**src/rtl/fifo_block_reader.sv**
```systemverilog
// Reads one block of len_m1+1 words from an async FIFO's read side and
// presents them on a valid/ready output stage with a last-word flag.
module fifo_block_reader #(
  parameter int W  = 16,
  parameter int LW = 9
) (
  input  logic          clk,
  input  logic          rst,
  input  logic          start,
  input  logic [LW-1:0] len_m1,
  input  logic          abort,
  output logic          busy,
  output logic          done,
  output logic          aborted,
  input  logic          fifo_ready,
  input  logic [W-1:0]  fifo_data,
  output logic          fifo_trigger,
  output logic          out_valid,
  output logic [W-1:0]  out_data,
  output logic          out_last,
  input  logic          out_ready,
  output logic [15:0]   underrun_count
);

  typedef enum logic [1:0] {S_IDLE, S_RUN, S_DRAIN} state_t;

  localparam logic [LW:0] REM_ONE = (LW+1)'(1);

  state_t        state_q, state_d;
  logic [LW:0]   rem_q, rem_d;
  logic          vld_q, vld_d;
  logic [W-1:0]  data_q, data_d;
  logic          last_q, last_d;
  logic          busy_q, busy_d;
  logic          done_q, done_d;
  logic          abrt_q, abrt_d;
  logic [15:0]   ur_q, ur_d;

  logic can_emit, xfer, rem_nz, pop;

  assign can_emit = !vld_q || out_ready;
  assign xfer     = vld_q && out_ready;
  assign rem_nz   = (rem_q != '0);
  // Pop is gated by rst and abort so no word leaves the FIFO on those cycles.
  assign pop      = (state_q == S_RUN) && rem_nz && fifo_ready && can_emit && !abort && !rst;

  assign fifo_trigger   = pop;
  assign busy           = busy_q;
  assign done           = done_q;
  assign aborted        = abrt_q;
  assign out_valid      = vld_q;
  assign out_data       = data_q;
  assign out_last       = last_q;
  assign underrun_count = ur_q;

  always_comb begin
    state_d = state_q;
    rem_d   = rem_q;
    vld_d   = vld_q;
    data_d  = data_q;
    last_d  = last_q;
    busy_d  = busy_q;
    done_d  = 1'b0;
    abrt_d  = 1'b0;
    ur_d    = ur_q;
    case (state_q)
      S_IDLE: begin
        if (start) begin
          rem_d   = {1'b0, len_m1} + REM_ONE;
          ur_d    = '0;
          busy_d  = 1'b1;
          state_d = S_RUN;
        end
      end
      default: begin
        if (state_q == S_RUN && rem_nz && !fifo_ready && can_emit && ur_q != 16'hFFFF)
          ur_d = ur_q + 16'd1;
        if (abort) begin
          vld_d   = 1'b0;
          last_d  = 1'b0;
          busy_d  = 1'b0;
          abrt_d  = 1'b1;
          rem_d   = '0;
          state_d = S_IDLE;
        end else if (pop) begin
          data_d = fifo_data;
          vld_d  = 1'b1;
          last_d = (rem_q == REM_ONE);
          rem_d  = rem_q - REM_ONE;
          if (rem_q == REM_ONE) state_d = S_DRAIN;
        end else if (xfer) begin
          vld_d = 1'b0;
          // In DRAIN the only word that can be accepted is the flagged last one.
          if (state_q == S_DRAIN) begin
            last_d  = 1'b0;
            busy_d  = 1'b0;
            done_d  = 1'b1;
            state_d = S_IDLE;
          end
        end
      end
    endcase
  end

  always_ff @(posedge clk) begin
    if (rst) begin
      state_q <= S_IDLE;
      rem_q   <= '0;
      vld_q   <= 1'b0;
      data_q  <= '0;
      last_q  <= 1'b0;
      busy_q  <= 1'b0;
      done_q  <= 1'b0;
      abrt_q  <= 1'b0;
      ur_q    <= '0;
    end else begin
      state_q <= state_d;
      rem_q   <= rem_d;
      vld_q   <= vld_d;
      data_q  <= data_d;
      last_q  <= last_d;
      busy_q  <= busy_d;
      done_q  <= done_d;
      abrt_q  <= abrt_d;
      ur_q    <= ur_d;
    end
  end

endmodule

```
**config.mk**
```make
export PLATFORM = sky130hd
export DESIGN_NAME = fifo_block_reader
export DESIGN_NICKNAME = d
export VERILOG_FILES = /design/src/rtl/fifo_block_reader.sv
export SDC_FILE = /design/constraint.sdc
export NUM_CORES = 1
export LEC_CHECK = 0
export ABC_AREA = 1
export CELL_PAD_IN_SITES_DETAIL_PLACEMENT = 1
export CELL_PAD_IN_SITES_GLOBAL_PLACEMENT = 1
export CORE_ASPECT_RATIO = 0.75
export CORE_MARGIN = 1
export CORE_UTILIZATION = 30
export CTS_CLUSTER_DIAMETER = 60
export CTS_CLUSTER_SIZE = 14
export DETAILED_ROUTE_END_ITERATION = 7
export PLACE_DENSITY_LB_ADDON = 0.1
export SYNTH_ARGS = -nofsm -noshare
export SYNTH_HDL_FRONTEND = slang
export SYNTH_SLANG_ARGS = --single-unit
```
**constraint.sdc**
```tcl
create_clock -name clk -period 1.6 [get_ports clk]
set_input_delay 0.32 -clock clk [delete_from_list [all_inputs] [get_ports clk]]
set_output_delay 0.32 -clock clk [all_outputs]
set_load 0.02 [all_outputs]
```
Fig. 1: run 1, M3 wires
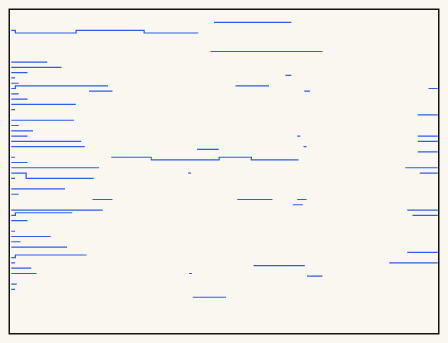
longest straight run	28.5 microns
nets with wire on the layer	58
main direction	horizontal
share of all routed wire	5.5%
wire length on this layer	588 microns
met3 track demand over resource: 6.36%
total vias in the final route: 3200
total wire length: 10800 microns

Fig. 2: run 1, signal wires by layer
Two of the layers only.
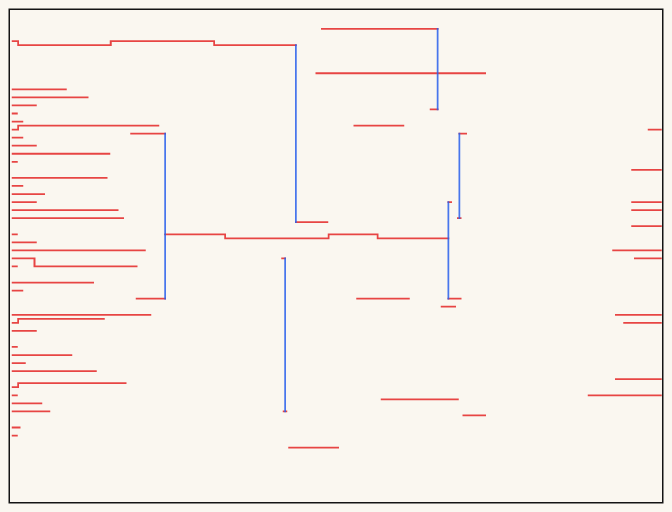
layer	colour	wire length
met3	red	588 microns
met4	blue	128 microns
average wire length per cell after detail routing: 16.7 microns
Global Route Usage Sum: 21.6%

Fig. 3: run 1, congestion heat map
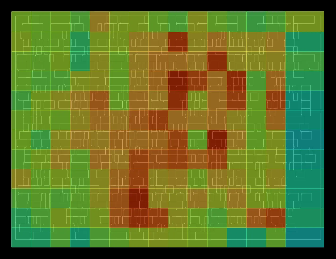
met2 demand-to-capacity share in global routing: 35.2%
Util after Layout: 53.9%
met1 routing resource usage after global routing: 28.0%
most heavily used metal layer in global routing: met2

==> run summary, run 1 <==
Figures from the flow reports.

Critical path:
- Per the timing report, the most critical flop-to-flop path finishes at rem_q[9]$_SDFFE_PP0P_.
- The report lists the cells along the critical path as nor2_2 -> nand2_2 -> nor2_4 -> nand2_2 -> nand3_4 -> inv_4 -> buf_6.
- The run puts the worst-case reg-to-reg path depth at 12.
- The run gives the setup slack on the worst flop-to-flop path as -0.04 ns.
- STA classifies the critical path startpoint as a flip-flop.
- Of all nets on the critical path, the largest fanout is 3.
- In this run the critical register-to-register path is launched from rem_q[3]$_SDFFE_PP0P_.
- Per the OpenROAD timing report, the critical path contains 7 cells.
- Among the stages of the critical path, the cell type that occurs most often is sky130_fd_sc_hd__nand2_2.
- The run gives the kind of capture point of the worst setup path as an output pin.
- Per the STA report, the cell with the highest stage delay on the worst path is sky130_fd_sc_hd__dfxtp_2.
- The run gives the arrival time of the worst setup path as 1.37 ns.
- The run gives the launch point of the worst path as rem_q[3]$_SDFFE_PP0P_.

STA:
- The run puts the post-route worst setup slack at -0.0884 ns.
- The run puts the final worst clock skew at 0.0101 ns.
- The run gives the headroom to the max-slew limit as 70.2%.
- The run gives the slew of the pin with the lowest slew margin as 0.447 ns.
- The run puts the final critical delay including setup and external delays at 1.69 ns.
- The run gives the upper clock frequency limit as 592 MHz.
- The run gives the minimum hold slack as 0.461 ns.
- The run gives the setup violation total in the final timing report as 10.

Clock network:
- Post-CTS timing repair inserted 6 buffers for setup.
- The run puts the clock latency on the worst-skew pair at 0.30 ns.
- Per the CTS log, the buffer count on the longest clock path is 2.
- The run puts the clock transition at the registers of the reported paths at 0.07 ns.
- The run puts the total clock buffers created by CTS at 5.
- The run gives the number of H-tree levels as 2.

Synthesis:
- The run gives the main combinational cell family by area after synthesis as simple AND/OR/NAND/NOR gates.
- The run gives the area fraction in compound gates as 13.0%.
- The run puts the number of synthesized flops with an enable pin at 0.
- The synthesis log from Yosys contains 0 warnings.
- Ranked by total cell area, the synthesized netlist is headed by sky130_fd_sc_hd__dfxtp_1, sky130_fd_sc_hd__nand2_1, sky130_fd_sc_hd__nor2_1.
- For reference, simple AND, OR, NAND and NOR cells occupy 37.1% of the area reported after synthesis.
- The run gives the leading register cell type out of synthesis as sky130_fd_sc_hd__dfxtp_1.
- The run gives the post-synthesis cell count from yosys as 401.
- The run puts the synthesized flop and latch total at 49.
- Counting distinct cell types in the post-synthesis netlist gives 28.
- For reference, the mux area share after synthesis is 0%.
- For this run the top cell type by instance count after synthesis was sky130_fd_sc_hd__nand2_1.
- The run puts the per-instance average area after synthesis at 6.56 sq um.
- Yosys reported that registers with async set or reset make up 0%.

Final layout:
- The finished cells cover 0.00458 sq mm.
- The run puts the fraction of final layout cells with drive strength greater than 1 at 32.0%.
- The run puts the register share of the cell area at 21.9%.
- The run puts the number of inserted diodes at 0.
- The run puts the count of flip-flops and latches at 49.
- The run gives the dominant kind of cell as multi-input combinational cells.
- The run gives the count of clock buffers in the final design as 7.
- The net count of the finished layout is 572.
- The filler cells instantiated in the layout total 1047.
- The run puts the total number of multi-input combinational cells at 311.
- After layout, the buffer instance count without clock buffers stands at 140.
- Leaving out fill and tap cells, the most frequent cells in the layout are sky130_fd_sc_hd__nand2_1, sky130_fd_sc_hd__buf_4, sky130_fd_sc_hd__nor2_1.
- The run gives the inverter count as 29.
- The run gives the final-layout clock-cell area share as 3.06%.
- The area taken by sequential standard cells is reported as 0.00100 sq mm.
- The run gives the final-layout non-clock buffer area share as 28.9%.
- By instance count after routing, the leading logic cell type is sky130_fd_sc_hd__nand2_1.

Min path:
- The run gives the hold-critical path endpoint as out_data[1]$_SDFFE_PP0P_.
- The run gives the worst hold-check path type as reg2reg.
- The startpoint identified for the worst hold timing path is out_data[1]$_SDFFE_PP0P_.

Power and ir drop:
- The run gives the internal power as 2.53 mW.
- The run puts the power density normalized to cell area at 851 mW/mm^2.
- The run puts the sequential power share at 34.3%.
- The largest share of the power goes to combinational logic.
- The power report lists the sequential group at 1.34 mW.
- The run puts the power dissipated in combinational cells at 1.49 mW.
- The run gives the post-layout total power as 3.90 mW.
- The run puts the net switching power of the design at 1.37 mW.
- In this run switching power makes up 35.0% of total power.

Floorplan:
- The run gives the share of the core filled by cells before placement as 31.0%.
- The die covers 0.00915 sq mm.
- The floorplan has 29 rows.
- The core region is 0.00849 sq mm.

GRT:
- The run puts the number of antenna violations at the first check in global routing at 0.
- The run gives the total overflow reported by the global router as 0.
- The first global-routing pass estimated 15300 microns of wire.
- The run gives the via count of the first global-routing pass as 3277.

Drt:
- For this run, the detailed router reports a per-instance via density of 4.96.
- TritonRoute reported its final design rule violation total as 0.
- The run gives the post-route antenna net violation count as 0.

Placed design:
- The run gives the total half-perimeter wirelength after legalization and detailed placement as 6860 microns.
- The run gives the routability congestion estimate from global placement as 0.797.
- In this run the tool buffered the top-level ports with 68 buffer cells.
- The post-placement cell area is 0.00383 sq mm.
- Including well taps, the total number of placed cells is 620.

Run:
- The run puts the count of warning messages emitted by the tools at 30.

Outcome:
- The run finished, with violations left.
- The final reports fail on setup timing.
Fig. 4: run 1, ports around the boundary
Pins as bars across the die edge, other pins in grey.
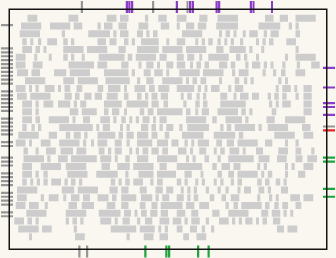

--- run 2 (diff from run 1) ---
--- a/config.mk
+++ b/config.mk
@@ -10,10 +10,11 @@
 export CELL_PAD_IN_SITES_GLOBAL_PLACEMENT = 1
 export CORE_ASPECT_RATIO = 0.75
 export CORE_MARGIN = 1
-export CORE_UTILIZATION = 30
+export CORE_UTILIZATION = 39
 export CTS_CLUSTER_DIAMETER = 60
 export CTS_CLUSTER_SIZE = 14
 export DETAILED_ROUTE_END_ITERATION = 7
+export DONT_BUFFER_PORTS = 1
 export PLACE_DENSITY_LB_ADDON = 0.1
 export SYNTH_ARGS = -nofsm -noshare
 export SYNTH_HDL_FRONTEND = slang
Fig. 5: run 2, ports around the boundary
Pins as bars across the die edge, other pins in grey.
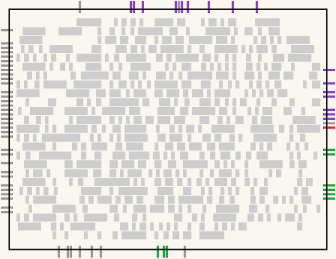
port	colour	pins	direction	edge
len_m1	green	9	input	6 right, 3 bottom
underrun_count	purple	16	output	9 top, 7 right
aborted	red	1	output	right
I/O Buffers: 0
DIE WIDTH: 96.8 microns

==> run 2 against run 1 <==
Against the previous run: the run still ends with setup timing left; synthesized cell count stayed put; critical path depth rose by 3; count of clock-buffer cells in the layout decreased by 2; routed wire length decreased by 7.6%; critical path type is now reg2reg; largest power group is now sequential cells; highest routed layer unchanged.
==> run summary, run 2 <==
Figures from the flow reports.

Outcome:
- The run finished, with violations left.
- The final reports fail on setup timing.

Placed design:
- The run gives the standard cell area after detailed placement as 0.00297 sq mm (-22%).
- The cell count after placement is 504 (-19%).
- The run puts the routability congestion estimate from global placement at 0.835 (+4.8%).

Power and ir drop:
- The power in sequential cells came to 1.35 mW (about the same).
- The run gives the net switching power of the design as 1.30 mW (-5.1%).
- The post-layout total power was 3.50 mW (-10%).
- The run gives the power dissipated in combinational cells as 1.17 mW (-21%).
- In the power breakdown, the biggest contributor is sequential cells.

Synthesis:
- The multiplexer share of the synthesized area came to 0% (unchanged).
- The run puts the per-instance average area after synthesis at 6.56 sq um (unchanged).
- The total number of yosys warnings is 0 (unchanged).
- The run puts the number of synthesized flops with an enable pin at 0 (unchanged).
- The run puts the async set or reset register ratio after synthesis at 0% (unchanged).
- The run gives the dominant cell by count in the synthesized netlist as sky130_fd_sc_hd__nand2_1.

STA:
- The setup violation total in the final timing report came to 7 (-3).
- The run gives the post-route worst setup slack as -0.118 ns (-0.0292 ns).
- The run puts the final worst clock skew at 0.0166 ns (+0.00652 ns).

GRT:
- The run puts the total overflow reported by the global router at 0 (unchanged).
- The global-route wire length before repair came to 13900 microns (-9.2%).
- The run puts the global-route track usage on met1 at 32.7% (+4.7 points).
- The run puts the number of antenna violations at the first check in global routing at 0 (unchanged).
- The run gives the met2 routing resource usage after global routing as 40.2% (+5.0 points).

Final layout:
- The fraction of final layout cells with drive strength greater than 1 came to 31.6% (-0.39 points).
- The run puts the count of flip-flops and latches at 49 (unchanged).
- The filler cell count in the final layout came to 820 (-22%).
- The register share of the cell area is 27.6% (+5.7 points).
- The run gives the final-layout clock-cell area share as 3.27% (+0.21 points).
- The number of inserted diodes is 0 (unchanged).
- The run gives the final-layout non-clock buffer area share as 13.6% (-15 points).
- Ranked by total area, the top cell class in this layout is multi-input combinational cells.
- The run puts the non-clock buffer total of the final layout at 54 (-61%).
- The run gives the register cell area after layout as 0.00100 sq mm (+0.12%).

Critical path:
- The run gives the kind of capture point of the worst setup path as a flip-flop.

Clock network:
- The number of setup buffers added after CTS was 11 (+5).
- The clock latency on the worst-skew pair came to 0.33 ns (+0.03 ns).

Drt:
- The post-detailed-routing wire length was 9950 microns (-7.6%).

Min path:
- The startpoint identified for the worst hold timing path is rst.
Fig. 6: run 2, congestion heat map
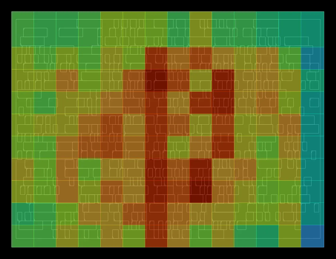

--- run 3 (diff from run 2) ---
--- a/config.mk
+++ b/config.mk
@@ -5,12 +5,12 @@
 export SDC_FILE = /design/constraint.sdc
 export NUM_CORES = 1
 export LEC_CHECK = 0
-export ABC_AREA = 1
+export ABC_AREA = 0
 export CELL_PAD_IN_SITES_DETAIL_PLACEMENT = 1
 export CELL_PAD_IN_SITES_GLOBAL_PLACEMENT = 1
 export CORE_ASPECT_RATIO = 0.75
 export CORE_MARGIN = 1
-export CORE_UTILIZATION = 39
+export CORE_UTILIZATION = 49
 export CTS_CLUSTER_DIAMETER = 60
 export CTS_CLUSTER_SIZE = 14
 export DETAILED_ROUTE_END_ITERATION = 7
==> constraint.sdc (replaced) <==
create_clock -name clk -period 2.11 [get_ports clk]
set_input_delay 0.422 -clock clk [delete_from_list [all_inputs] [get_ports clk]]
set_output_delay 0.422 -clock clk [all_outputs]
set_load 0.02 [all_outputs]
Fig. 7: run 3, congestion heat map
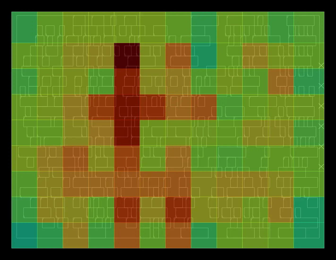
met1 routing resource usage after global routing: 37.4%
Global Route Usage Sum: 26.6%

==> run 3 against run 2 <==
Against the previous run: the flow finishes with violations (DRC); first-iteration DRC count decreased by 2.8%; core utilization decreased by 0.97 points; via count decreased by 21%; largest cell class unchanged; critical path type is now reg2out; highest routed layer unchanged; critical path depth decreased by 6.
==> run summary, run 3 <==
Figures from the flow reports.

Outcome:
- The run finished, with violations left.
- The final reports fail on DRC.

STA:
- The final worst clock skew was 0.00851 ns (-0.00809 ns).
- The run puts the upper clock frequency limit at 513 MHz.
- The run gives the setup violation total in the final timing report as 0 (-7).
- The run puts the setup TNS after final layout at 0 ns.
- The run puts the post-route worst setup slack at 0.160 ns (+0.277 ns).

Clock network:
- In the CTS report, the clock slew at the register clock pins of the worst setup and hold paths is listed as 0.10 ns.
- The number of setup buffers added after CTS is 0 (-11).
- CTS added clock buffers totalling 5.
- Looking at the clock tree report, the maximum root-to-sink buffer count equals 2.
- The run puts the clock latency on the worst-skew pair at 0.30 ns (-0.03 ns).
- According to the CTS report, the clock sink count is 49.
- The run puts the cell resize tally after clock tree synthesis at 2.

GRT:
- The global-route wire length before repair was 11300 microns (-18%).
- Entering global routing, the biggest net connects 38 pins.
- The run gives the via count of the first global-routing pass as 2245.
- The run gives the total overflow reported by the global router as 0 (unchanged).
- The run puts the number of antenna violations at the first check in global routing at 0 (unchanged).
- The met2 routing resource usage after global routing came to 39.7% (-0.57 points).

Synthesis:
- The run puts the async set or reset register ratio after synthesis at 0% (unchanged).
- The run puts the synthesized flop and latch total at 49.
- The run gives the number of synthesized flops with an enable pin as 0 (unchanged).
- The run puts the area fraction in compound gates at 20.8%.
- The run puts the total number of yosys warnings at 0 (unchanged).
- Sorting the synthesized cells by area gives the leading types as sky130_fd_sc_hd__dfxtp_1, sky130_fd_sc_hd__nand2_1, sky130_fd_sc_hd__a21oi_1.
- The run puts the total cell area reported by yosys after synthesis at 0.00248 sq mm.
- The per-instance average area after synthesis came to 8.20 sq um (+25%).
- The run gives the dominant cell by count in the synthesized netlist as sky130_fd_sc_hd__nand2_1.
- The run puts the cell count after synthesis at 302.
- The run gives the distinct cell type count of the synthesized netlist as 51.
- The run gives the area fraction in full adders, half adders and majority gates as 2.53%.
- The run gives the multiplexer share of the synthesized area as 0% (unchanged).

Final layout:
- The run puts the count of flip-flops and latches at 49 (unchanged).
- The run puts the non-clock buffer total of the final layout at 17 (-69%).
- The run gives the number of inserted diodes as 0 (unchanged).
- The run gives the final-layout clock-cell area share as 3.46% (+0.19 points).
- After layout, the inverter instance count without clock inverters stands at 4.
- The largest cell class by area is multi-input combinational cells.
- The run puts the register cell area after layout at 982 sq um (-2.1%).
- The run puts the register share of the cell area at 36.2% (+8.6 points).
- The run puts the fraction of final layout cells with drive strength greater than 1 at 12.5% (-19 points).
- The run puts the final standard cell count with taps included and fillers excluded at 373.
- The run puts the final-layout non-clock buffer area share at 4.70% (-8.9 points).
- The run gives the filler cell count in the final layout as 600 (-27%).
- The run puts the count of clock buffers in the final design at 5.

Power and ir drop:
- Per report_power, the Clock row totals 0.582 mW.
- Looking at the group totals, the largest power group turns out to be sequential cells.
- Of the total power, the share spent switching nets is 29.2%.
- The run puts the net switching power of the design at 0.535 mW (-59%).
- The power dissipated in combinational cells is 0.252 mW (-78%).
- The power in sequential cells is 0.998 mW (-26%).
- The run gives the post-layout total power as 1.83 mW (-48%).

Critical path:
- The run gives the worst-case reg-to-reg path depth as 5.
- The run gives the kind of capture point of the worst setup path as an output pin.
- For the worst reg-to-reg path, the endpoint reported by OpenROAD is rem_q[1]$_SDFFE_PP0P_.
- The run gives the arrival time of the worst setup path as 1.53 ns.
- The run gives the master of the slowest instance on the critical path as sky130_fd_sc_hd__nor4_4.
- Per STA, the worst path accumulates the most delay in the family simple AND/OR/NAND/NOR gates.
- OpenSTA lists the critical path startpoint as rem_q[6]$_SDFFE_PP0P_.
- STA lists the maximum fanout along the critical path as 12.

Drt:
- Per the detail_route report, DRC violations left total 12.
- The run gives the post-detailed-routing wire length as 6780 microns (-32%).

Placed design:
- The cell count after placement came to 365 (-28%).
- The run puts the routability congestion estimate from global placement at 0.827 (-0.93%).
- The run gives the standard cell area after detailed placement as 0.00259 sq mm (-13%).
- The run gives the number of port buffers as 0 (unchanged).

Min path:
- The launch point of the worst min-delay path is recorded as rst.

Floorplan:
- The run gives the well tap count as 60.
- The run puts the horizontal die size at 84.1 microns (-13%).
- The run puts the height of the chip at 63.6 microns.
Power and IR drop assume default switching activity.
